==> config.mk <==
export PLATFORM = sky130hd
export DESIGN_NAME = calibration_multi
export DESIGN_NICKNAME = d
export VERILOG_FILES = /design/src/rtl/calibration_multi.sv
export SDC_FILE = /design/constraint.sdc
export NUM_CORES = 1
export LEC_CHECK = 0
export CAP_MARGIN = 20
export CORE_UTILIZATION = 44
export CTS_CLUSTER_SIZE = 10
export DETAILED_ROUTE_END_ITERATION = 6
export PLACE_DENSITY = 0.7
export SYNTH_ARGS = -nofsm -noshare
export SYNTH_HDL_FRONTEND = slang
export SYNTH_SLANG_ARGS = --single-unit
==> constraint.sdc <==
create_clock -name clk -period 4.88 [get_ports clk]
set_input_delay 0.976 -clock clk [delete_from_list [all_inputs] [get_ports clk]]
set_output_delay 0.976 -clock clk [all_outputs]
set_load 0.02 [all_outputs]
==> src/rtl/calibration_multi.sv <==
`default_nettype none
// ============================================================================
// Module      : calibration_multi
// Description : Room-extent / height-ratio calibration with push-button
//               press, hold and auto-repeat conditioning, plus a writable
//               table of fixture positions and DMX pan/tilt addresses.
// Revision    : 1.0 - initial multi-fixture release
// ============================================================================
module calibration_multi #(
    parameter int N_LIGHTS      = 4,
    parameter int IDX_W         = 2,
    parameter int X_PIXELS      = 1024,
    parameter int Y_PIXELS      = 768,
    parameter int RATIO_INIT    = 400,
    parameter int RATIO_MIN     = 0,
    parameter int RATIO_MAX     = 1023,
    parameter int HOLD_CYCLES   = 262144,
    parameter int REPEAT_CYCLES = 65536
) (
    input  logic             clk,
    input  logic             reset,
    input  logic             height_cal_up,
    input  logic             height_cal_down,
    input  logic             cfg_we,
    input  logic [IDX_W-1:0] cfg_idx,
    input  logic [10:0]      cfg_x,
    input  logic [9:0]       cfg_y,
    input  logic [8:0]       cfg_pan,
    input  logic [8:0]       cfg_tilt,
    input  logic [IDX_W-1:0] rd_idx,
    output logic [10:0]      x_real_world,
    output logic [9:0]       y_real_world,
    output logic [11:0]      z_real_world,
    output logic [9:0]       ratio_n,
    output logic [10:0]      x_light,
    output logic [9:0]       y_light,
    output logic [8:0]       pan_addr,
    output logic [8:0]       tilt_addr,
    output logic             step_pulse
);

    // ------------------------------------------------------------------
    // Constants
    // ------------------------------------------------------------------
    localparam int          c_AW          = (N_LIGHTS > 1) ? $clog2(N_LIGHTS) : 1;
    localparam logic [9:0]  c_RATIO_INIT  = 10'(RATIO_INIT);
    localparam logic [9:0]  c_RATIO_MIN   = 10'(RATIO_MIN);
    localparam logic [9:0]  c_RATIO_MAX   = 10'(RATIO_MAX);
    localparam logic [20:0] c_X_W         = 21'(X_PIXELS);
    localparam logic [11:0] c_Z_INIT      = 12'((X_PIXELS * RATIO_INIT) >> 9);
    localparam logic [19:0] c_HOLD_LAST   = 20'(HOLD_CYCLES - 1);
    localparam logic [19:0] c_REPEAT_LAST = 20'(REPEAT_CYCLES - 1);

    // Fixture reset defaults; pan/tilt addresses are derived from the index
    localparam logic [10:0] c_X_DEF = 11'd380;
    localparam logic [9:0]  c_Y_DEF = 10'd350;

    // ------------------------------------------------------------------
    // Button conditioning FSM
    // ------------------------------------------------------------------
    typedef enum logic [1:0] {
        ST_IDLE   = 2'd0,
        ST_HOLD   = 2'd1,
        ST_REPEAT = 2'd2
    } state_t;

    state_t      state_q, state_d;
    logic        dir_up_q, dir_up_d;   // latched direction: 1 = up, 0 = down
    logic [19:0] cnt_q, cnt_d;
    logic        step_up, step_dn;

    logic w_dir_up;
    logic w_dir_dn;
    logic w_dir_held;

    // Both buttons together is treated the same as no button at all
    assign w_dir_up   = height_cal_up & ~height_cal_down;
    assign w_dir_dn   = height_cal_down & ~height_cal_up;
    assign w_dir_held = dir_up_q ? w_dir_up : w_dir_dn;

    // FSM state, latched direction and dwell counter
    always_ff @(posedge clk) begin
        if (reset) begin
            state_q  <= ST_IDLE;
            dir_up_q <= 1'b0;
            cnt_q    <= 20'd0;
        end else begin
            state_q  <= state_d;
            dir_up_q <= dir_up_d;
            cnt_q    <= cnt_d;
        end
    end

    // Next-state logic and step requests; counter restarts on every state entry
    always_comb begin
        state_d  = state_q;
        dir_up_d = dir_up_q;
        cnt_d    = cnt_q;
        step_up  = 1'b0;
        step_dn  = 1'b0;
        case (state_q)
            ST_IDLE: begin
                if (w_dir_up || w_dir_dn) begin
                    step_up  = w_dir_up;
                    step_dn  = w_dir_dn;
                    dir_up_d = w_dir_up;
                    state_d  = ST_HOLD;
                    cnt_d    = 20'd0;
                end
            end
            ST_HOLD: begin
                if (!w_dir_held) begin
                    // Release, both pressed, or a swap: abandon without a step
                    state_d = ST_IDLE;
                    cnt_d   = 20'd0;
                end else if (cnt_q == c_HOLD_LAST) begin
                    step_up = dir_up_q;
                    step_dn = ~dir_up_q;
                    state_d = ST_REPEAT;
                    cnt_d   = 20'd0;
                end else begin
                    cnt_d = cnt_q + 20'd1;
                end
            end
            ST_REPEAT: begin
                if (!w_dir_held) begin
                    state_d = ST_IDLE;
                    cnt_d   = 20'd0;
                end else if (cnt_q == c_REPEAT_LAST) begin
                    step_up = dir_up_q;
                    step_dn = ~dir_up_q;
                    cnt_d   = 20'd0;
                end else begin
                    cnt_d = cnt_q + 20'd1;
                end
            end
            default: begin
                state_d = ST_IDLE;
                cnt_d   = 20'd0;
            end
        endcase
    end

    // ------------------------------------------------------------------
    // Ratio stepping with saturation and derived height
    // ------------------------------------------------------------------
    logic [9:0]  ratio_q, ratio_d;
    logic        pulse_q, pulse_d;
    logic [11:0] z_q;
    logic [20:0] w_prod;
    logic [11:0] w_z;

    // A step at a limit is swallowed: no value change and no pulse
    always_comb begin
        ratio_d = ratio_q;
        pulse_d = 1'b0;
        if (step_up && (ratio_q < c_RATIO_MAX)) begin
            ratio_d = ratio_q + 10'd1;
            pulse_d = 1'b1;
        end else if (step_dn && (ratio_q > c_RATIO_MIN)) begin
            ratio_d = ratio_q - 10'd1;
            pulse_d = 1'b1;
        end
    end

    // z = X * ratio / 512, formed from the already-registered ratio
    assign w_prod = c_X_W * {11'd0, ratio_q};
    assign w_z    = 12'(w_prod >> 9);

    // Ratio, its change pulse, and the height that trails it by one cycle
    always_ff @(posedge clk) begin
        if (reset) begin
            ratio_q <= c_RATIO_INIT;
            pulse_q <= 1'b0;
            z_q     <= c_Z_INIT;
        end else begin
            ratio_q <= ratio_d;
            pulse_q <= pulse_d;
            z_q     <= w_z;
        end
    end

    // ------------------------------------------------------------------
    // Fixture table
    // ------------------------------------------------------------------
    logic [10:0] tab_x_q    [N_LIGHTS];
    logic [9:0]  tab_y_q    [N_LIGHTS];
    logic [8:0]  tab_pan_q  [N_LIGHTS];
    logic [8:0]  tab_tilt_q [N_LIGHTS];

    logic [31:0]     w_cfg_idx_ext;
    logic [31:0]     w_rd_idx_ext;
    logic            w_wr_ok;
    logic            w_rd_ok;
    logic [c_AW-1:0] w_wr_sel;
    logic [c_AW-1:0] w_rd_sel;

    // Out-of-range indices are detected on the full index before it is narrowed
    assign w_cfg_idx_ext = 32'(cfg_idx);
    assign w_rd_idx_ext  = 32'(rd_idx);
    assign w_wr_ok       = cfg_we && (w_cfg_idx_ext < 32'(N_LIGHTS));
    assign w_rd_ok       = (w_rd_idx_ext < 32'(N_LIGHTS));
    assign w_wr_sel      = cfg_idx[c_AW-1:0];
    assign w_rd_sel      = rd_idx[c_AW-1:0];

    // Table storage with per-index default addresses
    always_ff @(posedge clk) begin
        if (reset) begin
            for (int i = 0; i < N_LIGHTS; i++) begin
                tab_x_q[i]    <= c_X_DEF;
                tab_y_q[i]    <= c_Y_DEF;
                tab_pan_q[i]  <= 9'(2 * i + 1);
                tab_tilt_q[i] <= 9'(2 * i + 2);
            end
        end else if (w_wr_ok) begin
            tab_x_q[w_wr_sel]    <= cfg_x;
            tab_y_q[w_wr_sel]    <= cfg_y;
            tab_pan_q[w_wr_sel]  <= cfg_pan;
            tab_tilt_q[w_wr_sel] <= cfg_tilt;
        end
    end

    logic [10:0] x_light_q;
    logic [9:0]  y_light_q;
    logic [8:0]  pan_q;
    logic [8:0]  tilt_q;

    // Registered read port; a same-cycle write to the same entry is not bypassed
    always_ff @(posedge clk) begin
        if (reset) begin
            x_light_q <= c_X_DEF;
            y_light_q <= c_Y_DEF;
            pan_q     <= 9'd1;
            tilt_q    <= 9'd2;
        end else if (w_rd_ok) begin
            x_light_q <= tab_x_q[w_rd_sel];
            y_light_q <= tab_y_q[w_rd_sel];
            pan_q     <= tab_pan_q[w_rd_sel];
            tilt_q    <= tab_tilt_q[w_rd_sel];
        end else begin
            x_light_q <= 11'd0;
            y_light_q <= 10'd0;
            pan_q     <= 9'd0;
            tilt_q    <= 9'd0;
        end
    end

    // ------------------------------------------------------------------
    // Outputs
    // ------------------------------------------------------------------
    assign x_real_world = 11'(X_PIXELS);
    assign y_real_world = 10'(Y_PIXELS);
    assign z_real_world = z_q;
    assign ratio_n      = ratio_q;
    assign step_pulse   = pulse_q;
    assign x_light      = x_light_q;
    assign y_light      = y_light_q;
    assign pan_addr     = pan_q;
    assign tilt_addr    = tilt_q;

endmodule
`default_nettype wire

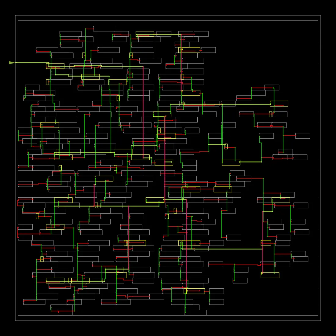
*Clock wiring as the flow saved it*
clk_skew: 0.0107 ns
Sinks on Clock Net: 239

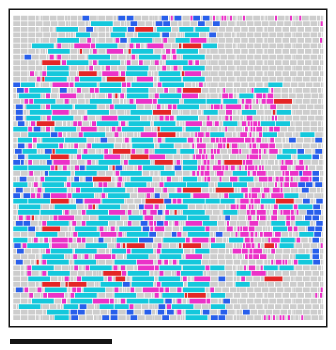
*Cell classes on the final placement*
The bar under the picture is 50 um long. Fill, decap, tap and diode cells in gray.
legend:
  magenta:
    class: remaining logic cells
    cells: 486
  blue:
    class: remaining buffers and delay cells
    cells: 117
  cyan:
    class: registers
    cells: 239
  red:
    class: clock drivers and dummy loads
    cells: 51
area of the core: 22800 um2
fin area: 12400 um2
Seq area share: 51.0%

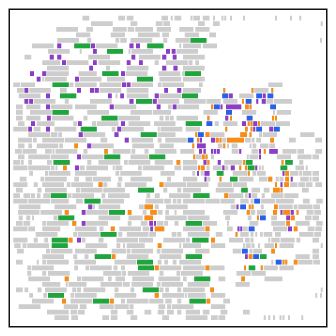
*Selected gate families*
legend:
  orange:
    family: nor cells
    cells: 97
  green:
    family: mux cells
    cells: 48
  blue:
    family: xor and xnor cells
    cells: 20
  purple:
    family: nand cells
    cells: 107

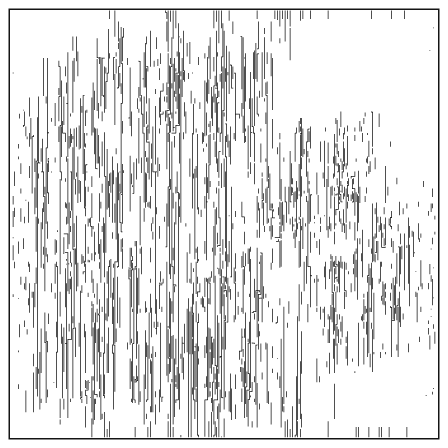
*M2 wires*
nets with wire on the layer: 781
wire length on this layer: 10400 um
share of all routed wire: 51%
main direction: vertical
DR vias: 5913
grt met2 use: 31.0%
Post-Route WL: 20.3 mm

==> power by group <==
part	total [mW]	internal [mW]	switching, mW
clock network	1.88	1.13	0.755
registers	2.39	2.32	0.0699
logic	0.706	0.342	0.364
==> state kept, by name, indices dropped and copies added, names as in the netlist, 10 cells and up <==
| name | cells |
|---|---|
| tab_x_q | 44 |
| tab_y_q | 40 |
| ratio_n | 10 |
| tab_tilt_q | 36 |
| cnt_q | 20 |
| x_light | 11 |
| z_real_world | 10 |
| tab_pan_q | 36 |
| y_light | 10 |
==> metrics by stage <==
stage          setup slack, ns  power [mW]
3_3_place_gp             0.632        3.13
5_1_grt                  0.893        5.18
6_report                  1.10        4.98
4_1_cts                   1.12        5.03
2_1_floorplan             1.33        2.88
3_5_place_dp             0.623        3.14
==> qor.yml <==
status: "finished, final reports clean"
worst_r2r_path_depth: 13
ys.flop_type: "edfxtp_1"
grt_pass1_vias: 6160
period_needed_ns: 3.78
slew_headroom_pct: 29.3
final_net_count: 938
ff2ff_setup_slack_ns: 1.35
numPortBuffers: 107
critPathMaxFanout: 11
yosys_cells: 762
cpPeakStageDelay_ns: 0.46
yosysUniqueCellTypes: 58
fp_util_pct: 45.2
rows: 55
drc: 0
post-route-util_pct: 54.6
startpoint: "height_cal_down"
hold_viol_final: 0
hold_end: "cnt_q[1]$_SDFFE_PP0P_"
cts_tree: "yes"
drv_slew: 0
worstSkewPairLatency_ns: 0.53
antenna_found_initial: 1
inverters_excl_clock: 12
cts_buffers: 28
fillCellCount: 1889
path_cells: "clkdlybuf4s50_1, inv_1, ha_1, nand2_1, or3_1, o22a_4, ha_1, a21o_1, a21oi_1, o21ai_0, a31oi_1, o21ai_0, mux2i_1, mux2_1"
wl_met1_mm: 8.62
ys_ff: 239
end_kind: "register"
tool_warnings: 32
edf_count: 156
critPathKind: "input port to register"
dpl.cell_count: 1155
simple_gate_area_share_pct: 18.6
whs_ns: 0.494
grt_pass1_wl_mm: 32.8
yosysSeqAreaShare_pct: 61.6
die_w_um: 155
busiest_layer: "met2"
ir_drop_v: 0.000248
dp_hpwl_mm: 12.3
common_cells: "edfxtp_1 (156), and2_1 (97), dfxtp_1 (83)"
clock_path_buffers: 3
synth-compound-area-share_pct: 2.75
avgSynthCellArea_um2: 13.5
dr_wl_met2_mm: 10.4
dpl_cell_area_um2: 11600
post-synth-top-count-cell: "edfxtp_1"
slowest_stage: "clkdlybuf4s50_1"
mux_area_share_pct: 9.43
grt_overflow: 0
start_kind: "input port"
yosysTopAreaCellShare_pct: 45.5
drive_gt1_share_pct: 13.8
hp-class: "register to register"
layoutNonFillerInstCount: 1207
maxCapViolations: 0
grt_max_degree: 57
worstHoldStart: "cnt_q[1]$_SDFFE_PP0P_"
endpoint: "ratio_n[9]$_SDFFE_PP0P_"
top_area_cell_class: "sequential cells"
cts_max_level: 1
route.met3.wl_um: 990
setup_viol: 0
buffers: 117
timing.rr.end: "ratio_n[9]$_SDFFE_PP0P_"
cts_root_buf: "clkbuf_16"
min_path_cells: 2
finalSetupTns_ns: 0
lay_top_count: "edfxtp_1"
area_leaders: "edfxtp_1 (45%), dfxtp_1 (16%), mux4_2 (8.5%)"
met1_usage_pct: 21.6
antenna_left: 0
ys_top_logic_family: "simple AND/OR/NAND/NOR gates"
seq_area_um2: 6350
p_per_area_nw_per_um2: 400
die-area_um2: 24000
grt.total_usage_pct: 17.5
regToRegStartpoint: "cnt_q[0]$_SDFFE_PP0P_"
globalplace.congestion: 0.781
synth-xor-area-share_pct: 1.70
use_met3_pct: 3.70
logic_area_um2: 3690
finalClockPeriodUsage_pct: 77.4
ys_area_um2: 10300
comb_share_pct: 29.6
Power and IR drop assume default switching activity.
